==> src/rtl/prco_wb_queue.sv <==
// prco_wb_queue: PRCO write-back queue with a pending-write scoreboard.
// Build with PRCO_WB_BYPASS_EN to let an empty queue forward straight to the write port.
module prco_wb_queue #(
   parameter int DEPTH = 4
) (
   input  logic        i_clk,
   input  logic        i_reset_n,
   input  logic        i_en,
   input  logic        i_alu_valid,
   input  logic [2:0]  i_alu_seld,
   input  logic [15:0] i_alu_dat,
   input  logic        i_ram_valid,
   input  logic [2:0]  i_ram_seld,
   input  logic [15:0] i_ram_dat,
   output logic        q_alu_rdy,
   output logic        q_ram_rdy,
   input  logic [2:0]  i_sela,
   input  logic [2:0]  i_selb,
   output logic        q_we,
   output logic [2:0]  q_seld,
   output logic [15:0] q_datd,
   output logic [7:0]  q_pending,
   output logic        q_stall,
   output logic        q_idle
);
   localparam int AW = (DEPTH > 1) ? $clog2(DEPTH) : 1;
   localparam int CW = AW + 1;
   localparam logic [CW-1:0] DEPTH_C = CW'(DEPTH);

   logic [2:0]    mem_seld [DEPTH];
   logic [15:0]   mem_dat  [DEPTH];
   logic [AW-1:0] rd_ptr, wr_ptr, wr_ptr1;
   logic [CW-1:0] count, free, ram_need;
   logic          alu_acc, ram_acc, pop;
   logic          push0, push1, byp;
   logic [2:0]    push0_seld, push1_seld, byp_seld;
   logic [15:0]   push0_dat, push1_dat, byp_dat;
   logic [1:0]    n_push;
   logic [AW-1:0] offs;

   // Handshake: an offer transfers on a cycle where its valid and rdy are both high.
   // rdy depends only on i_en, occupancy and i_alu_valid; a same-cycle retire frees nothing.
   assign free      = DEPTH_C - count;
   assign ram_need  = i_alu_valid ? CW'(2) : CW'(1);
   assign q_alu_rdy = i_en & (free >= CW'(1));
   assign q_ram_rdy = i_en & (free >= ram_need);
   assign alu_acc   = i_alu_valid & q_alu_rdy;
   assign ram_acc   = i_ram_valid & q_ram_rdy;
   assign pop       = i_en & (count != '0);
   assign wr_ptr1   = wr_ptr + AW'(1);

   always_comb begin
      byp        = 1'b0;
      byp_seld   = i_alu_seld;
      byp_dat    = i_alu_dat;
      push0      = alu_acc;
      push0_seld = i_alu_seld;
      push0_dat  = i_alu_dat;
      push1      = 1'b0;
      push1_seld = i_ram_seld;
      push1_dat  = i_ram_dat;
      if (!alu_acc) begin
         push0      = ram_acc;
         push0_seld = i_ram_seld;
         push0_dat  = i_ram_dat;
      end else begin
         push1 = ram_acc;
      end
`ifdef PRCO_WB_BYPASS_EN
      // Empty and not popping: the oldest accepted entry goes straight to the write port.
      if (count == '0 && push0) begin
         byp        = 1'b1;
         byp_seld   = push0_seld;
         byp_dat    = push0_dat;
         push0      = push1;
         push0_seld = push1_seld;
         push0_dat  = push1_dat;
         push1      = 1'b0;
      end
`endif
      n_push = {1'b0, push0} + {1'b0, push1};
   end

   always_ff @(posedge i_clk) begin
      if (push0) begin
         mem_seld[wr_ptr] <= push0_seld;
         mem_dat[wr_ptr]  <= push0_dat;
      end
      if (push1) begin
         mem_seld[wr_ptr1] <= push1_seld;
         mem_dat[wr_ptr1]  <= push1_dat;
      end
   end

   always_ff @(posedge i_clk or negedge i_reset_n) begin
      if (!i_reset_n) begin
         rd_ptr <= '0;
         wr_ptr <= '0;
         count  <= '0;
         q_we   <= 1'b0;
         q_seld <= 3'd0;
         q_datd <= 16'h0000;
      end else begin
         wr_ptr <= wr_ptr + AW'(n_push);
         rd_ptr <= rd_ptr + AW'(pop);
         count  <= count + CW'(n_push) - CW'(pop);
         if (pop) begin
            q_we   <= 1'b1;
            q_seld <= mem_seld[rd_ptr];
            q_datd <= mem_dat[rd_ptr];
         end else if (byp) begin
            q_we   <= 1'b1;
            q_seld <= byp_seld;
            q_datd <= byp_dat;
         end else begin
            q_we <= 1'b0;
         end
      end
   end

   // An entry is live when its distance from the read pointer is below the count.
   always_comb begin
      q_pending = 8'h00;
      offs      = '0;
      for (int i = 0; i < DEPTH; i++) begin
         offs = AW'(i) - rd_ptr;
         if ({1'b0, offs} < count) q_pending[mem_seld[i]] = 1'b1;
      end
      if (q_we) q_pending[q_seld] = 1'b1;
   end

   assign q_stall = q_pending[i_sela] | q_pending[i_selb];
   assign q_idle  = (count == '0) & ~q_we;

endmodule

==> config.mk <==
export PLATFORM = sky130hd
export DESIGN_NAME = prco_wb_queue
export DESIGN_NICKNAME = d
export VERILOG_FILES = /design/src/rtl/prco_wb_queue.sv
export SDC_FILE = /design/constraint.sdc
export NUM_CORES = 1
export LEC_CHECK = 0
export CAP_MARGIN = 30
export CORE_MARGIN = 5
export CORE_UTILIZATION = 50
export DETAILED_ROUTE_END_ITERATION = 10
export DONT_BUFFER_PORTS = 1
export GPL_TIMING_DRIVEN = 1
export HOLD_SLACK_MARGIN = 0.1
export PLACE_DENSITY = 0.62
export SLEW_MARGIN = 20
export SYNTH_ARGS = -nofsm -noshare
export SYNTH_HDL_FRONTEND = slang
export SYNTH_SLANG_ARGS = --single-unit
==> constraint.sdc <==
create_clock -name i_clk -period 5.6 [get_ports i_clk]
set_input_delay 0.84 -clock i_clk [delete_from_list [all_inputs] [get_ports i_clk]]
set_output_delay 0.84 -clock i_clk [all_outputs]
set_load 0.02 [all_outputs]
==> images/m4.png <==
Scale: 3 px per um. Supply wires on this layer in gray. Cells faint in the background.
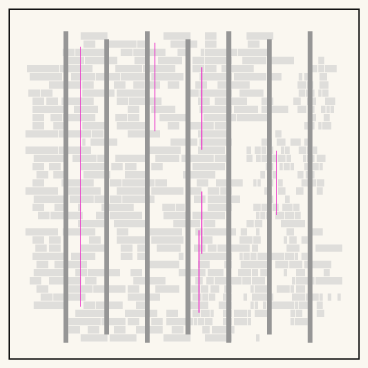
5 nets have wire on it. The layer holds 1.7% of the routed length. The wires run mostly vertical. The layer carries 212 um of wire.
Vias: 3372
total wire length: 12600 um

==> images/pinout.png <==
Scale: 3 px per um. Pins as bars across the die edge, other pins in gray.
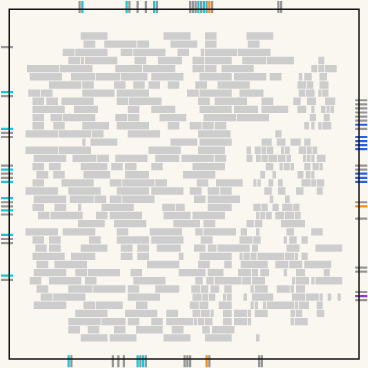
Purple stands for i_en, pins 1, direction input, edge right. Orange stands for i_alu_seld, pins 3, direction input, edge 1 right, 1 top, 1 bottom. Blue stands for q_pending, pins 8, direction output, edge right. Cyan stands for i_alu_dat, pins 16, direction input, edge 8 left, 5 top, 3 bottom.
buffers added on ports: 0
die height: 116 um
DIE WIDTH: 116 um

==> images/m3.png <==
Scale: 4 px per um. Cells faint in the background.
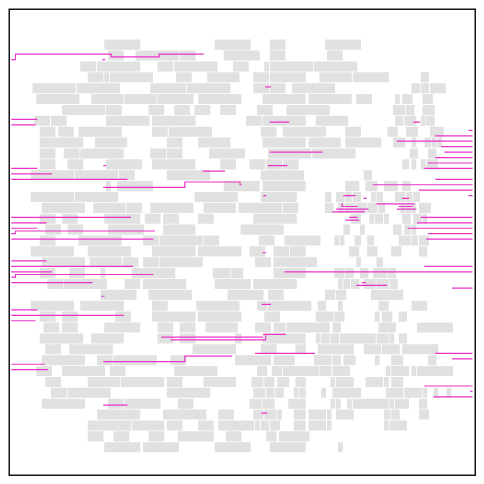
The layer carries 903 um of wire. The longest straight run is 46.7 um.
GRT met3 Usage: 0.0601

==> summary.txt <==
fresh numbers from the pnr run: WL met2=~6600 um, status=finished, final reports clean, post-CTS sizing=0, R2R cell count=12, Unique cell types=49, flop2flop setup slack=approximately 1900 ps, Logic area=2560 um^2, global-route wire length before repair=between 15000 and 20000 um, area reported by Yosys stat=roughly 5600 um^2, slew at the pin closest to its max-slew limit=around 660 ps, proportion of cell area occupied by registers=0.481, drt drc=0, Initial Util=0.515, CP Capture Point=q_stall, Worst path max stage delay=around 480 ps, CTS tree=yes, hold_ws=180 ps, max FFs per register=~64, Setup Fix Bufs, Post-CTS=0, share of cells above drive strength 1=0.351, Top Ports=around 80, Synth-to-Final Area Change=9.34%, critical path class=reg2out, crit path time final=about 4100 ps, most frequent logic cell in the layout=mux2_2, Post-DP HPWL=8200 um
==> images/clock_nets.png <==
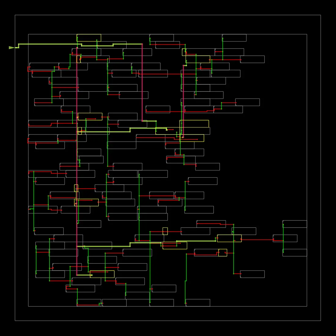
Worst Skew: 6.42 ps
TritonCTS Sinks: 103
TritonCTS buffer count: 9
Skew-Pair Late Insertion Delay: 350 ps
Clock buffer cells: 13

==> images/closeup.png <==
Window x 62 to 112, y 62 to 112 um. Cells in gray, sequential cells in the stronger gray; small squares are vias.
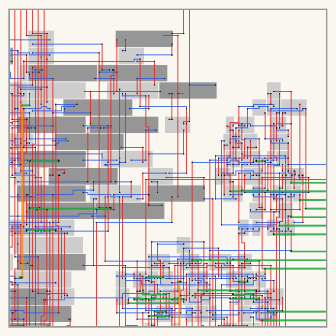
Green stands for M3. Red stands for M2. Blue stands for M1. Orange stands for M4.
Most frequent: edfxtp_1 (14), mux2_2 (13), nor2b_1 (9). Sequential cells in the window: 17. 96 logic cells have their middle in the window. Netlist names of flops here include mem_dat (8), mem_seld (6), q_datd (2).

